<file path="src/rtl/sn_uart_rx_cfg_if.sv">
// rtl/sn_uart_rx_cfg_if.sv - show-ahead read port of the UART receive FIFO
interface sn_uart_rx_cfg_if #(
    parameter int P_DATA_BITS = 8
);
    logic                   rd_en;
    logic [P_DATA_BITS-1:0] rd_data;
    logic                   rd_valid;
    logic                   rd_parity_err;
    logic                   rd_frame_err;
    logic                   fifo_full;

    // receiver side: presents the head word, accepts pops
    modport master (
        input  rd_en,
        output rd_data,
        output rd_valid,
        output rd_parity_err,
        output rd_frame_err,
        output fifo_full
    );

    // consumer side: reads the head word, requests pops
    modport slave (
        output rd_en,
        input  rd_data,
        input  rd_valid,
        input  rd_parity_err,
        input  rd_frame_err,
        input  fifo_full
    );
endinterface

</file>
<file path="src/rtl/sn_uart_rx_cfg.sv">
// rtl/sn_uart_rx_cfg.sv - configurable UART receiver with majority voting and receive FIFO
module sn_uart_rx_cfg #(
    parameter int P_CLKS_PER_BIT = 54,
    parameter int P_DATA_BITS    = 8,
    parameter int P_PARITY       = 0,
    parameter int P_STOP_BITS    = 1,
    parameter int P_FIFO_DEPTH   = 4
) (
    input  logic             clk,
    input  logic             rst,
    input  logic             i_rx_enable,
    input  logic             i_rx_input,
    input  logic             i_clr_errors,
    sn_uart_rx_cfg_if.master rd_if,
    output logic             o_overrun,
    output logic             o_rx_done,
    output logic             o_rx_active
);
    localparam int LP_Q  = P_CLKS_PER_BIT / 4;
    localparam int LP_CW = $clog2(P_CLKS_PER_BIT);
    localparam int LP_AW = $clog2(P_FIFO_DEPTH);
    localparam int LP_NW = LP_AW + 1;
    localparam int LP_WW = P_DATA_BITS + 2;

    typedef enum logic [2:0] {
        S_IDLE,
        S_WAIT_START,
        S_START,
        S_DATA,
        S_PARITY,
        S_STOP
    } state_t;

    state_t                 r_state;
    logic                   r_sync1;
    logic                   r_sync2;
    logic [LP_CW-1:0]       r_clk_count;
    logic [3:0]             r_bit_idx;
    logic                   r_s1;
    logic                   r_s2;
    logic                   r_bit_val;
    logic [P_DATA_BITS-1:0] r_shift;
    logic                   r_perr;
    logic                   r_ferr;
    logic                   r_rx_done;
    logic                   r_rx_active;
    logic                   r_overrun;

    logic [LP_WW-1:0]       r_mem [P_FIFO_DEPTH];
    logic [LP_AW-1:0]       r_wr_ptr;
    logic [LP_AW-1:0]       r_rd_ptr;
    logic [LP_NW-1:0]       r_count;

    logic                   w_rxs;
    logic                   w_at_q1;
    logic                   w_at_q2;
    logic                   w_at_q3;
    logic                   w_at_end;
    logic                   w_maj;
    logic                   w_push;
    logic                   w_pop;
    logic                   w_full;
    logic                   w_store;
    logic                   w_drop;
    logic [LP_WW-1:0]       w_push_word;
    logic [LP_WW-1:0]       w_head;

    assign w_rxs    = r_sync2;
    assign w_at_q1  = (r_clk_count == LP_CW'(LP_Q));
    assign w_at_q2  = (r_clk_count == LP_CW'(2 * LP_Q));
    assign w_at_q3  = (r_clk_count == LP_CW'(3 * LP_Q));
    assign w_at_end = (r_clk_count == LP_CW'(P_CLKS_PER_BIT - 1));
    // third sample is taken live at 3Q, the first two were latched earlier
    assign w_maj    = (r_s1 & r_s2) | (r_s1 & w_rxs) | (r_s2 & w_rxs);

    // frame ends at 3Q of the last stop bit so back-to-back frames can slip
    assign w_push      = (r_state == S_STOP) && (r_bit_idx == 4'(P_STOP_BITS - 1)) && w_at_q3;
    assign w_push_word = {r_ferr | ~w_maj, r_perr, r_shift};
    assign w_full      = (r_count == LP_NW'(P_FIFO_DEPTH));
    assign w_pop       = rd_if.rd_en && (r_count != '0);
    assign w_store     = w_push && (!w_full || w_pop);
    assign w_drop      = w_push && w_full && !w_pop;
    assign w_head      = (r_count != '0) ? r_mem[r_rd_ptr] : '0;

    // two-flop synchroniser, idles high
    always_ff @(posedge clk) begin
        if (rst) begin
            r_sync1 <= 1'b1;
            r_sync2 <= 1'b1;
        end else begin
            r_sync1 <= i_rx_input;
            r_sync2 <= r_sync1;
        end
    end

    // frame receiver: bit timing, majority sampling, shift and error flags
    always_ff @(posedge clk) begin
        if (rst) begin
            r_state     <= S_IDLE;
            r_clk_count <= '0;
            r_bit_idx   <= '0;
            r_s1        <= 1'b0;
            r_s2        <= 1'b0;
            r_bit_val   <= 1'b0;
            r_shift     <= '0;
            r_perr      <= 1'b0;
            r_ferr      <= 1'b0;
            r_rx_done   <= 1'b0;
            r_rx_active <= 1'b0;
        end else begin
            r_rx_done <= 1'b0;
            case (r_state)
                S_IDLE: begin
                    r_clk_count <= '0;
                    r_bit_idx   <= '0;
                    if (i_rx_enable) begin
                        r_state     <= S_WAIT_START;
                        r_rx_active <= 1'b1;
                    end
                end
                S_WAIT_START: begin
                    r_clk_count <= '0;
                    r_bit_idx   <= '0;
                    if (!i_rx_enable) begin
                        r_state     <= S_IDLE;
                        r_rx_active <= 1'b0;
                    end else if (!w_rxs) begin
                        r_state <= S_START;
                    end
                end
                default: begin
                    if (w_at_q1) r_s1 <= w_rxs;
                    if (w_at_q2) r_s2 <= w_rxs;
                    if (w_at_q3) r_bit_val <= w_maj;
                    r_clk_count <= w_at_end ? '0 : r_clk_count + 1'b1;
                    case (r_state)
                        S_START: begin
                            if (w_at_end) begin
                                // a start bit that votes high was noise; keep listening
                                if (!r_bit_val) begin
                                    r_state   <= S_DATA;
                                    r_bit_idx <= '0;
                                    r_perr    <= 1'b0;
                                    r_ferr    <= 1'b0;
                                end else begin
                                    r_state <= S_WAIT_START;
                                end
                            end
                        end
                        S_DATA: begin
                            if (w_at_end) begin
                                r_shift <= {r_bit_val, r_shift[P_DATA_BITS-1:1]};
                                if (r_bit_idx == 4'(P_DATA_BITS - 1)) begin
                                    r_bit_idx <= '0;
                                    r_state   <= (P_PARITY != 0) ? S_PARITY : S_STOP;
                                end else begin
                                    r_bit_idx <= r_bit_idx + 1'b1;
                                end
                            end
                        end
                        S_PARITY: begin
                            if (w_at_end) begin
                                r_perr <= ((^r_shift) ^ r_bit_val) != (P_PARITY == 1);
                                r_state <= S_STOP;
                            end
                        end
                        S_STOP: begin
                            if (w_push) begin
                                r_rx_done   <= 1'b1;
                                r_clk_count <= '0;
                                r_bit_idx   <= '0;
                                r_state     <= i_rx_enable ? S_WAIT_START : S_IDLE;
                                r_rx_active <= i_rx_enable;
                            end else if (w_at_end) begin
                                r_ferr    <= r_ferr | ~r_bit_val;
                                r_bit_idx <= r_bit_idx + 1'b1;
                            end
                        end
                        default: begin
                            r_state     <= S_IDLE;
                            r_rx_active <= 1'b0;
                        end
                    endcase
                end
            endcase
        end
    end

    // FIFO storage; contents need no reset because occupancy gates the head
    always_ff @(posedge clk) begin
        if (w_store) r_mem[r_wr_ptr] <= w_push_word;
    end

    // FIFO pointers and occupancy
    always_ff @(posedge clk) begin
        if (rst) begin
            r_wr_ptr <= '0;
            r_rd_ptr <= '0;
            r_count  <= '0;
        end else begin
            if (w_store) r_wr_ptr <= r_wr_ptr + 1'b1;
            if (w_pop)   r_rd_ptr <= r_rd_ptr + 1'b1;
            r_count <= r_count + LP_NW'(w_store) - LP_NW'(w_pop);
        end
    end

    // sticky overrun; a new drop wins over a simultaneous clear
    always_ff @(posedge clk) begin
        if (rst) begin
            r_overrun <= 1'b0;
        end else if (w_drop) begin
            r_overrun <= 1'b1;
        end else if (i_clr_errors) begin
            r_overrun <= 1'b0;
        end
    end

    assign rd_if.rd_data       = w_head[P_DATA_BITS-1:0];
    assign rd_if.rd_parity_err = w_head[P_DATA_BITS];
    assign rd_if.rd_frame_err  = w_head[P_DATA_BITS+1];
    assign rd_if.rd_valid      = (r_count != '0);
    assign rd_if.fifo_full     = w_full;
    assign o_overrun           = r_overrun;
    assign o_rx_done           = r_rx_done;
    assign o_rx_active         = r_rx_active;
endmodule

</file>
<file path="src/flat_wrapper.sv">
// flat-port wrapper written by rule: the top's interface ports become plain ports
module sn_uart_rx_cfg_flat 
#(
    parameter int P_CLKS_PER_BIT = 54,
    parameter int P_DATA_BITS    = 8,
    parameter int P_PARITY       = 0,
    parameter int P_STOP_BITS    = 1,
    parameter int P_FIFO_DEPTH   = 4
)
  (clk, rst, i_rx_enable, i_rx_input, i_clr_errors, o_overrun, o_rx_done, o_rx_active, rd_if_rd_en, rd_if_rd_data, rd_if_rd_valid, rd_if_rd_parity_err, rd_if_rd_frame_err, rd_if_fifo_full);
  sn_uart_rx_cfg_if #(.P_DATA_BITS(P_DATA_BITS)) rd_if_i ();
  input  logic clk;
  input  logic rst;
  input  logic i_rx_enable;
  input  logic i_rx_input;
  input  logic i_clr_errors;
  output logic o_overrun;
  output logic o_rx_done;
  output logic o_rx_active;
  input wire logic [$bits(rd_if_i.rd_en)-1:0] rd_if_rd_en;
  output wire logic [$bits(rd_if_i.rd_data)-1:0] rd_if_rd_data;
  output wire logic [$bits(rd_if_i.rd_valid)-1:0] rd_if_rd_valid;
  output wire logic [$bits(rd_if_i.rd_parity_err)-1:0] rd_if_rd_parity_err;
  output wire logic [$bits(rd_if_i.rd_frame_err)-1:0] rd_if_rd_frame_err;
  output wire logic [$bits(rd_if_i.fifo_full)-1:0] rd_if_fifo_full;
  assign rd_if_i.rd_en = rd_if_rd_en;
  assign rd_if_rd_data = rd_if_i.rd_data;
  assign rd_if_rd_valid = rd_if_i.rd_valid;
  assign rd_if_rd_parity_err = rd_if_i.rd_parity_err;
  assign rd_if_rd_frame_err = rd_if_i.rd_frame_err;
  assign rd_if_fifo_full = rd_if_i.fifo_full;
  sn_uart_rx_cfg #(.P_CLKS_PER_BIT(P_CLKS_PER_BIT), .P_DATA_BITS(P_DATA_BITS), .P_PARITY(P_PARITY), .P_STOP_BITS(P_STOP_BITS), .P_FIFO_DEPTH(P_FIFO_DEPTH)) u_core (.clk(clk), .rst(rst), .i_rx_enable(i_rx_enable), .i_rx_input(i_rx_input), .i_clr_errors(i_clr_errors), .rd_if(rd_if_i), .o_overrun(o_overrun), .o_rx_done(o_rx_done), .o_rx_active(o_rx_active));
endmodule
</file>
<file path="config.mk">
export PLATFORM = sky130hd
export DESIGN_NAME = sn_uart_rx_cfg_flat
export DESIGN_NICKNAME = d
export VERILOG_FILES = /design/src/rtl/sn_uart_rx_cfg_if.sv /design/src/rtl/sn_uart_rx_cfg.sv /design/src/flat_wrapper.sv
export SDC_FILE = /design/constraint.sdc
export NUM_CORES = 1
export LEC_CHECK = 0
export CELL_PAD_IN_SITES_DETAIL_PLACEMENT = 1
export CELL_PAD_IN_SITES_GLOBAL_PLACEMENT = 2
export CORE_MARGIN = 1
export CORE_UTILIZATION = 40
export CTS_CLUSTER_DIAMETER = 30
export CTS_CLUSTER_SIZE = 24
export DETAILED_ROUTE_END_ITERATION = 6
export PLACE_DENSITY = 0.75
export SLEW_MARGIN = 40
export SYNTH_ARGS = -nofsm -noshare
export SYNTH_HDL_FRONTEND = slang
export SYNTH_SLANG_ARGS = --single-unit
</file>
<file path="constraint.sdc">
create_clock -name clk -period 2.65 [get_ports clk]
set_input_delay 0.3975 -clock clk [delete_from_list [all_inputs] [get_ports clk]]
set_output_delay 0.3975 -clock clk [all_outputs]
set_load 0.005 [all_outputs]
</file>
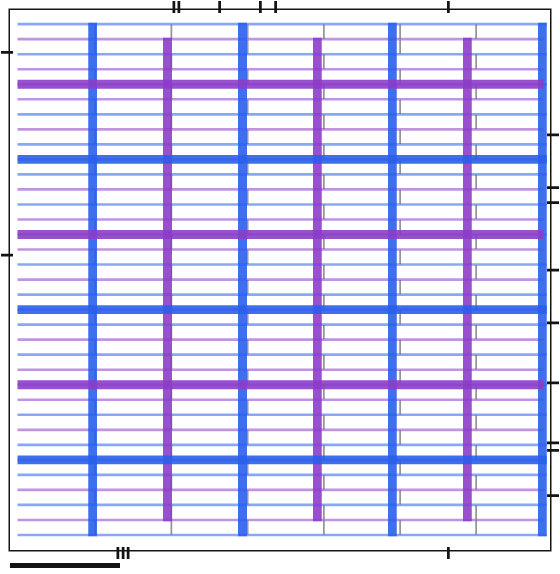
Fig. 1. Supply network (run 1).
Scale bar: 20 um. Pins as bars on the die edge. Tap cells in grey.
VSS: in blue. VDD: in purple.
7 straps on met4. 108 tap cells.

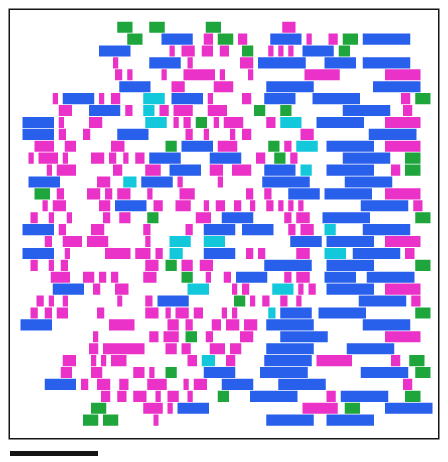
Fig. 2. Cell classes on the final placement (run 1).
Scale bar: 20 um.
registers: in blue, cells 80, share of their area 49%. remaining logic cells: in magenta, cells 217, share of their area 39%. remaining buffers and delay cells: in green, cells 35, share of their area 7.7%. clock drivers and dummy loads: in cyan, cells 16, share of their area 4.4%.

==> results.json, run 1 <==
{
  "met1_usage": 0.211,
  "logic_share_of_the_area": 0.365,
  "failed_checks": "DRC",
  "wl_per_cell_um": 16.3,
  "top_cells_by_area": "sky130_fd_sc_hd__edfxtp_1 33%, sky130_fd_sc_hd__dfxtp_1 22%, sky130_fd_sc_hd__mux4_2 6.1%, sky130_fd_sc_hd__ha_1 4.4%, sky130_fd_sc_hd__a21oi_1 2.7%",
  "grt_first_pass_wirelength_um": 12700,
  "critical_path_cell_count": 4,
  "fraction_of_area_in_registers": 0.474,
  "drt_drc_violations_left": 7,
  "topCombFamilyByArea": "simple AND/OR/NAND/NOR gates",
  "area_growth_pct": 15.0,
  "synth-simple-area-share": 0.159,
  "synth_cell_type_count": 54,
  "die-width_um": 97.8,
  "drv.max_cap_violation_count": 0,
  "instances_no_fill": 456,
  "routed_via_density": 5.19,
  "r2r_start": "u_core.r_bit_idx[0]$_SDFFE_PP0P_",
  "crit_path_start_kind": "register",
  "yosys_warnings": 0,
  "ys.flops": 80,
  "cts_buffers": 9,
  "stage_log_warnings": 33,
  "switching_part_of_the_total": 0.311,
  "final_layout_size_suffix_gt1_frac": 0.149,
  "status": "finished with violations",
  "critical_path.max_fanout": 10,
  "wirelength_met1_um": 3480,
  "adder_share": 0.0525,
  "worst_hold_path_stage_count": 1,
  "cts-root-to-sink-buffers": 2,
  "timing.final.ws_setup_ns": 0.240,
  "global_route.peak_usage_layer": "met2",
  "worstPathRequired_ns": 2.25,
  "netlist_instances": 314,
  "core_area_um2": 8810,
  "htree_levels": 3,
  "synthArstFlopShare": 0,
  "globalplace.congestion": 0.731,
  "yosys-stat-area_um2": 3670,
  "detail-route-antenna-nets": 0,
  "signal_buffers": 35
}
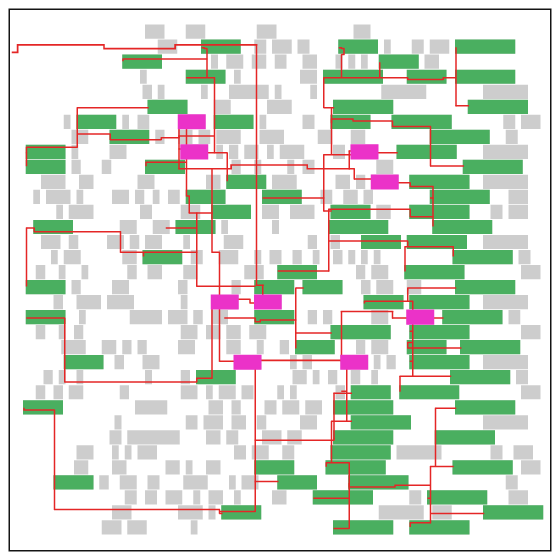
Fig. 3. Routed clock nets over the placement (run 1).
flip-flops: in green, count 80. clock wires: in red, length 1060 um. clock-net drivers: in magenta, count 9.
There are 10 routed clock nets.

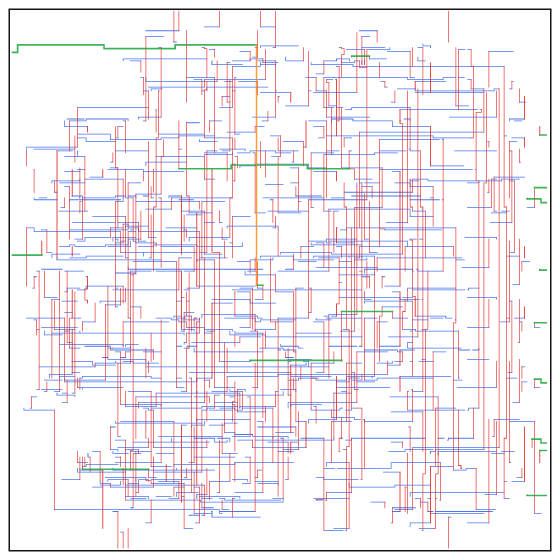
Fig. 4. Metal layers overlaid (run 1).
M3: in green, wire length 148 um. M4: in orange, wire length 43.5 um. M1: in blue, wire length 3480 um. M2: in red, wire length 3740 um.

-- run 1: registers in the layout, summed over array words and instances (netlist names), 2 cells and up, named ones only --
register and flops:
u_core.r_shift 8, u_core.r_bit_idx 4, u_core.r_count 3, u_core.r_state 3, u_core.r_clk_count 6, u_core.r_wr_ptr 2
u_core.r_mem 40, u_core.r_rd_ptr 2
-- run 1: power by group through the flow --
stage          logic [mW]  registers, mW  clock network, mW
2_1_floorplan       0.673           1.41                  0
3_3_place_gp         1.02           1.45                  0
3_5_place_dp         1.03           1.45                  0
4_1_cts              1.03           1.42              0.858
5_1_grt              1.13           1.44              0.910
6_report             1.01           1.42              0.833
## Run 2: what changed since run 1
--- a/config.mk
+++ b/config.mk
@@ -13,7 +13,6 @@
 export CTS_CLUSTER_SIZE = 24
 export DETAILED_ROUTE_END_ITERATION = 6
 export PLACE_DENSITY = 0.75
-export SLEW_MARGIN = 40
 export SYNTH_ARGS = -nofsm -noshare
 export SYNTH_HDL_FRONTEND = slang
 export SYNTH_SLANG_ARGS = --single-unit
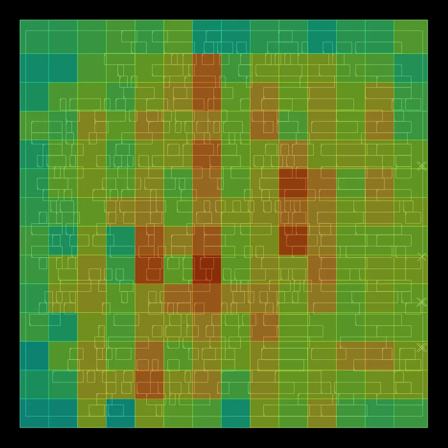
Fig. 5. Congestion heat map (run 2).
final cell utilization of the core: 0.479
global-route track usage on met1: 0.211
global-route usage over all layers: 0.172

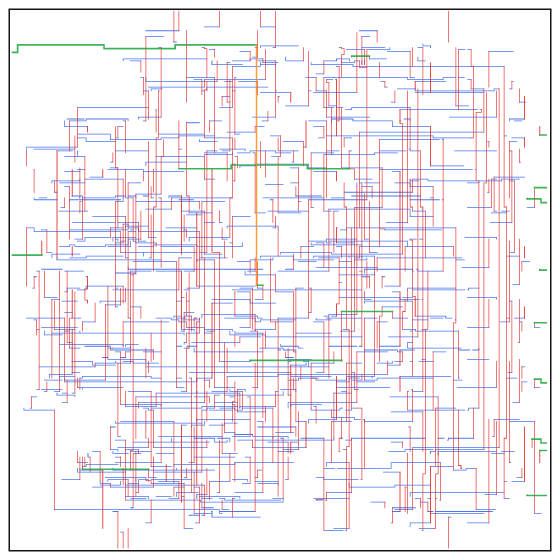
Fig. 6. Metal layers overlaid (run 2).
M4: in orange, wire length 43.5 um. M2: in red, wire length 3740 um. M3: in green, wire length 148 um. M1: in blue, wire length 3480 um.

==> run 2 against run 1 <==
  * Setup slack did not move
  * Critical path depth did not move
  * Sequential power barely moved
  * Utilization did not move
  * The run still ends with DRC left
  * Non-clock buffer count did not move
  * Via count did not move
  * Wire length did not move
  * Synthesized area did not move
  * First-iteration DRC count did not move
  * Sequential share of layout area did not move
  * Die area did not move
  * Combinational power barely moved
==> results.json, run 2 <==
{
  "critical_path.max_stage_delay_ns": 0.53,
  "wirelength_met1_um": 3480,
  "synthArstFlopShare": 0,
  "top_cells_by_area": "sky130_fd_sc_hd__edfxtp_1 33%, sky130_fd_sc_hd__dfxtp_1 22%, sky130_fd_sc_hd__mux4_2 6.1%, sky130_fd_sc_hd__ha_1 4.4%, sky130_fd_sc_hd__a21oi_1 2.7%",
  "die-width_um": 97.8,
  "inv_count": 14,
  "routed_via_density": 5.19,
  "wl_per_cell_um": 16.3,
  "switching_part_of_the_total": 0.311,
  "synth_cell_type_count": 54,
  "comb_cell_power_mw": 1.01,
  "synth-simple-area-share": 0.159,
  "htree_levels": 3,
  "clk_share": 0.0421,
  "detail_route.iter0.violations": 64,
  "ys.flops": 80,
  "fin_tns_setup_ns": 0,
  "boundaryPins": 21,
  "instances_no_fill": 456,
  "post_synth_xor_area_fraction": 0.0406,
  "net-switching-power_mw": 1.02,
  "power_sequential_mw": 1.42,
  "core_area_um2": 8810,
  "reg.largest.list": "u_core.r_mem (40), u_core.r_shift (8), u_core.r_clk_count (6)",
  "floorplanUtilization": 0.417,
  "ys_sh_aoi": 0.0955,
  "topCombFamilyByArea": "simple AND/OR/NAND/NOR gates",
  "detail-route-antenna-nets": 0,
  "power.total_mw": 3.26,
  "critical_path.max_fanout": 10,
  "worstPathRequired_ns": 2.25,
  "min_path_type": "reg -> reg",
  "pwr_density_cell_nw_per_um2": 773,
  "hold_viol": 0,
  "netlist.top_cell.by_area": "sky130_fd_sc_hd__edfxtp_1",
  "seq_area_um2": 2000,
  "antenna_found_initial": 0,
  "clock.fmax_ghz": 0.415,
  "endpoint_kind": "output port",
  "yosys_warnings": 0,
  "drt_drc_violations_left": 7,
  "largest_register": "u_core.r_mem",
  "largest_register_ffs": 40,
  "failed_checks": "DRC",
  "clk_pin_slew_ns": 0.09,
  "power_clock_mw": 0.833,
  "adder_share": 0.0525,
  "globalplace.congestion": 0.731,
  "worst_skew_pair.late_latency_ns": 0.34,
  "post-place-cells": 440,
  "netlist_instances": 314,
  "timing.final.ws_setup_ns": 0.240,
  "timing.slew.headroom": 0.661,
  "logic_share_of_the_area": 0.365,
  "timing.final.crit_period_ns": 2.41,
  "status": "finished with violations",
  "fraction_of_area_in_registers": 0.474,
  "number_of_global_route_vias_before_repair": 2481,
  "signal_buffers": 35,
  "stage_log_warnings": 33,
  "crit_path_start_kind": "register",
  "power-top-group": "registers",
  "worst_path_buf_inv": 2,
  "antenna_cells": 0,
  "yosysCellCount": 314,
  "drv.max_cap_violation_count": 0,
  "dr_total_vias": 2366,
  "clock_tree.root_cell": "sky130_fd_sc_hd__clkbuf_8",
  "area_growth_pct": 15.0,
  "cts_buffers": 9,
  "final_layout_size_suffix_gt1_frac": 0.149,
  "cts-root-to-sink-buffers": 2,
  "global_route.peak_usage_layer": "met2",
  "portBuffers": 20,
  "yosys-stat-area_um2": 3670,
  "grt_first_pass_wirelength_um": 12700
}
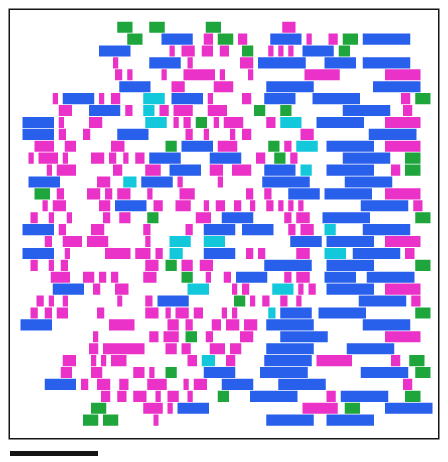
Fig. 7. Cell classes on the final placement (run 2).
Scale bar: 20 um.
registers: in blue, cells 80, share of their area 49%. remaining buffers and delay cells: in green, cells 35, share of their area 7.7%. remaining logic cells: in magenta, cells 217, share of their area 39%. clock drivers and dummy loads: in cyan, cells 16, share of their area 4.4%.

==> run 2: worst paths after layout <==
path | startpoint | end | slack (ns) | depth (start not counted)
worst max-delay path | register | rd_if_rd_data[5] | 0.24 | 4
worst max register to register | u_core.r_bit_idx[0]$_SDFFE_PP0P_ | u_core.r_count[2]$_SDFF_PP0_ | 0.29 | 11
worst min register to register | u_core.r_sync1$_SDFF_PP1_ | u_core.r_sync2$_SDFF_PP1_ | 0.43 | 1
worst min-delay path | u_core.r_sync1$_SDFF_PP1_ | u_core.r_sync2$_SDFF_PP1_ | 0.43 | 1
==> run 2: per-stage QoR <==
step	hold slack (ns)	instance area, um2
2_1_floorplan	0.389	3670
3_3_place_gp	0.391	4040
3_5_place_dp	0.413	4040
4_1_cts	0.437	4220
5_1_grt	0.448	4220
6_report	0.434	4220
## Run 3: what changed since run 2
--- a/config.mk
+++ b/config.mk
@@ -8,11 +8,11 @@
 export CELL_PAD_IN_SITES_DETAIL_PLACEMENT = 1
 export CELL_PAD_IN_SITES_GLOBAL_PLACEMENT = 2
 export CORE_MARGIN = 1
-export CORE_UTILIZATION = 40
+export CORE_UTILIZATION = 43
 export CTS_CLUSTER_DIAMETER = 30
 export CTS_CLUSTER_SIZE = 24
 export DETAILED_ROUTE_END_ITERATION = 6
-export PLACE_DENSITY = 0.75
+export PLACE_DENSITY = 0.8
 export SYNTH_ARGS = -nofsm -noshare
 export SYNTH_HDL_FRONTEND = slang
 export SYNTH_SLANG_ARGS = --single-unit
==> constraint.sdc (replaced) <==
create_clock -name clk -period 3 [get_ports clk]
set_input_delay 0.45 -clock clk [delete_from_list [all_inputs] [get_ports clk]]
set_output_delay 0.45 -clock clk [all_outputs]
set_load 0.005 [all_outputs]
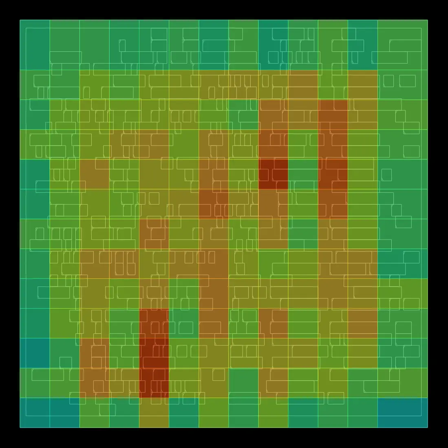
Fig. 8. Congestion heat map (run 3).
final cell utilization of the core: 0.511
global-route track usage on met1: 0.223
global-route track usage on met3: 0.0435

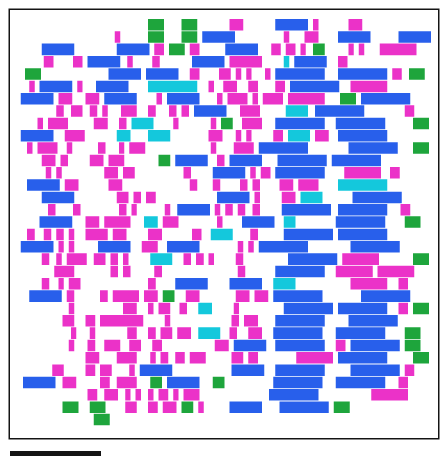
Fig. 9. Cell classes on the final placement (run 3).
Scale bar: 20 um.
remaining logic cells: in magenta, cells 217, share of their area 39%. registers: in blue, cells 80, share of their area 49%. remaining buffers and delay cells: in green, cells 27, share of their area 6.2%. clock drivers and dummy loads: in cyan, cells 16, share of their area 5.4%.

==> run 3 against run 2 <==
  * The flow now finishes without violations
  * Synthesized cell count is the same
  * Critical path depth is 6 higher
  * Global-route usage grew 1.3 points
  * Utilization increased by 3.2 points
  * Sequential power fell by about 10%
  * Die area shrank 6.8%
  * First-iteration DRC count up 3.1%
  * Setup slack gained 0.19 ns
  * Flip-flop count unchanged
  * Combinational power down about 10%
  * Critical endpoint is now u_core.r_count[2]$_SDFF_PP0_
==> results.json, run 3 <==
{
  "worst_r2r_path_depth": 10,
  "endpoint_kind": "register",
  "power_sequential_mw": 1.26,
  "power_clock_mw": 0.878,
  "critical_path_cell_count": 10,
  "min_path_type": "reg -> reg",
  "wl_per_cell_um": 16.7,
  "status": "complete, no violations",
  "clk_pin_slew_ns": 0.09,
  "drv.max_cap_violation_count": 0,
  "htree_levels": 3,
  "yosysCellCount": 314,
  "top_cells_by_area": "sky130_fd_sc_hd__edfxtp_1 33%, sky130_fd_sc_hd__dfxtp_1 22%, sky130_fd_sc_hd__mux4_2 6.1%, sky130_fd_sc_hd__ha_1 4.4%, sky130_fd_sc_hd__a21oi_1 2.7%",
  "post-place-cells": 429,
  "switching_part_of_the_total": 0.293,
  "timing.final.crit_period_ns": 2.57,
  "antenna_cells": 0,
  "power.total_mw": 3.02,
  "number_of_global_route_vias_before_repair": 2456,
  "netlist_instances": 314,
  "yosys_warnings": 0,
  "final_layout_size_suffix_gt1_frac": 0.126,
  "fin_tns_setup_ns": 0,
  "cts_buffers": 9,
  "timing.critical_path.from": "u_core.r_count[1]$_SDFF_PP0_",
  "boundaryPins": 21,
  "post_synth_xor_area_fraction": 0.0406,
  "critical_path.max_stage_delay_ns": 0.53,
  "timing.critical_path.to": "u_core.r_count[2]$_SDFF_PP0_",
  "global_route.peak_usage_layer": "met2",
  "detail-route-antenna-nets": 0,
  "net-switching-power_mw": 0.884,
  "worst_hold_path_stage_count": 1,
  "floorplanUtilization": 0.446,
  "die-width_um": 94.4,
  "area_growth_pct": 14.5,
  "netlist.top_cell.by_area": "sky130_fd_sc_hd__edfxtp_1",
  "placedInstanceArea_um2": 3980,
  "yosys-stat-area_um2": 3670,
  "timing.hold.worst_endpoint": "u_core.r_sync2$_SDFF_PP1_",
  "synth_cell_type_count": 54,
  "hold_viol": 0,
  "fin_worst_hold_slack_ns": 0.424,
  "largest_register_ffs": 40,
  "instances_no_fill": 445,
  "worstPathRequired_ns": 3.23,
  "comb_cell_power_mw": 0.887,
  "ys_sh_aoi": 0.0955,
  "clock.fmax_ghz": 0.389,
  "detail_route.iter0.violations": 66,
  "largest_register": "u_core.r_mem",
  "pwr_density_cell_nw_per_um2": 719,
  "antenna_found_initial": 0,
  "synthArstFlopShare": 0,
  "hold_path.startpoint": "u_core.r_sync1$_SDFF_PP1_",
  "worst_path_buf_inv": 2,
  "globalplace.congestion": 0.783,
  "portBuffers": 20,
  "reg.largest.list": "u_core.r_mem (40), u_core.r_shift (8), u_core.r_clk_count (6)",
  "drt_drc_violations_left": 0,
  "dr_total_vias": 2385,
  "synth-simple-area-share": 0.159,
  "wirelength_met1_um": 3370,
  "reg_to_reg_critical_path_endpoint": "u_core.r_count[2]$_SDFF_PP0_",
  "crit_path_start_kind": "register",
  "final_area_um2": 4200,
  "grt_first_pass_wirelength_um": 12400,
  "clock_tree.root_cell": "sky130_fd_sc_hd__clkbuf_8",
  "routed_via_density": 5.36
}
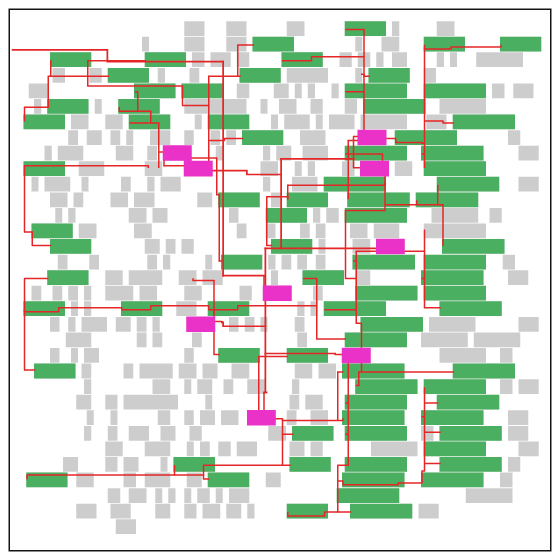
Fig. 10. Routed clock nets over the placement (run 3).
clock-net drivers: in magenta, count 9. flip-flops: in green, count 80. clock wires: in red, length 1000 um.
Position of the flops: spread over the die. There are 10 routed clock nets.

## run 3: cell count changes in the layout (fill, tap and decap cells not counted)
cell	before	now
sky130_fd_sc_hd__clkinv_2	1	0
sky130_fd_sc_hd__clkbuf_1	0	1
sky130_fd_sc_hd__clkinv_4	0	3
sky130_fd_sc_hd__clkinvlp_4	3	1
sky130_fd_sc_hd__bufinv_16	0	2
sky130_fd_sc_hd__buf_4	15	7
sky130_fd_sc_hd__inv_6	3	0
## run 3: cell type report
type | instances | share of cell area
Sequential cell | 80 | 0.477
Multi-Input combinational cell | 203 | 0.367
Timing Repair Buffer | 27 | 0.0602
Tap cell | 105 | 0.0313
Clock buffer | 10 | 0.0304
Clock inverter | 6 | 0.0223
Inverter | 14 | 0.0125
Power figures rest on the tool's default switching activity, not on a simulated workload.
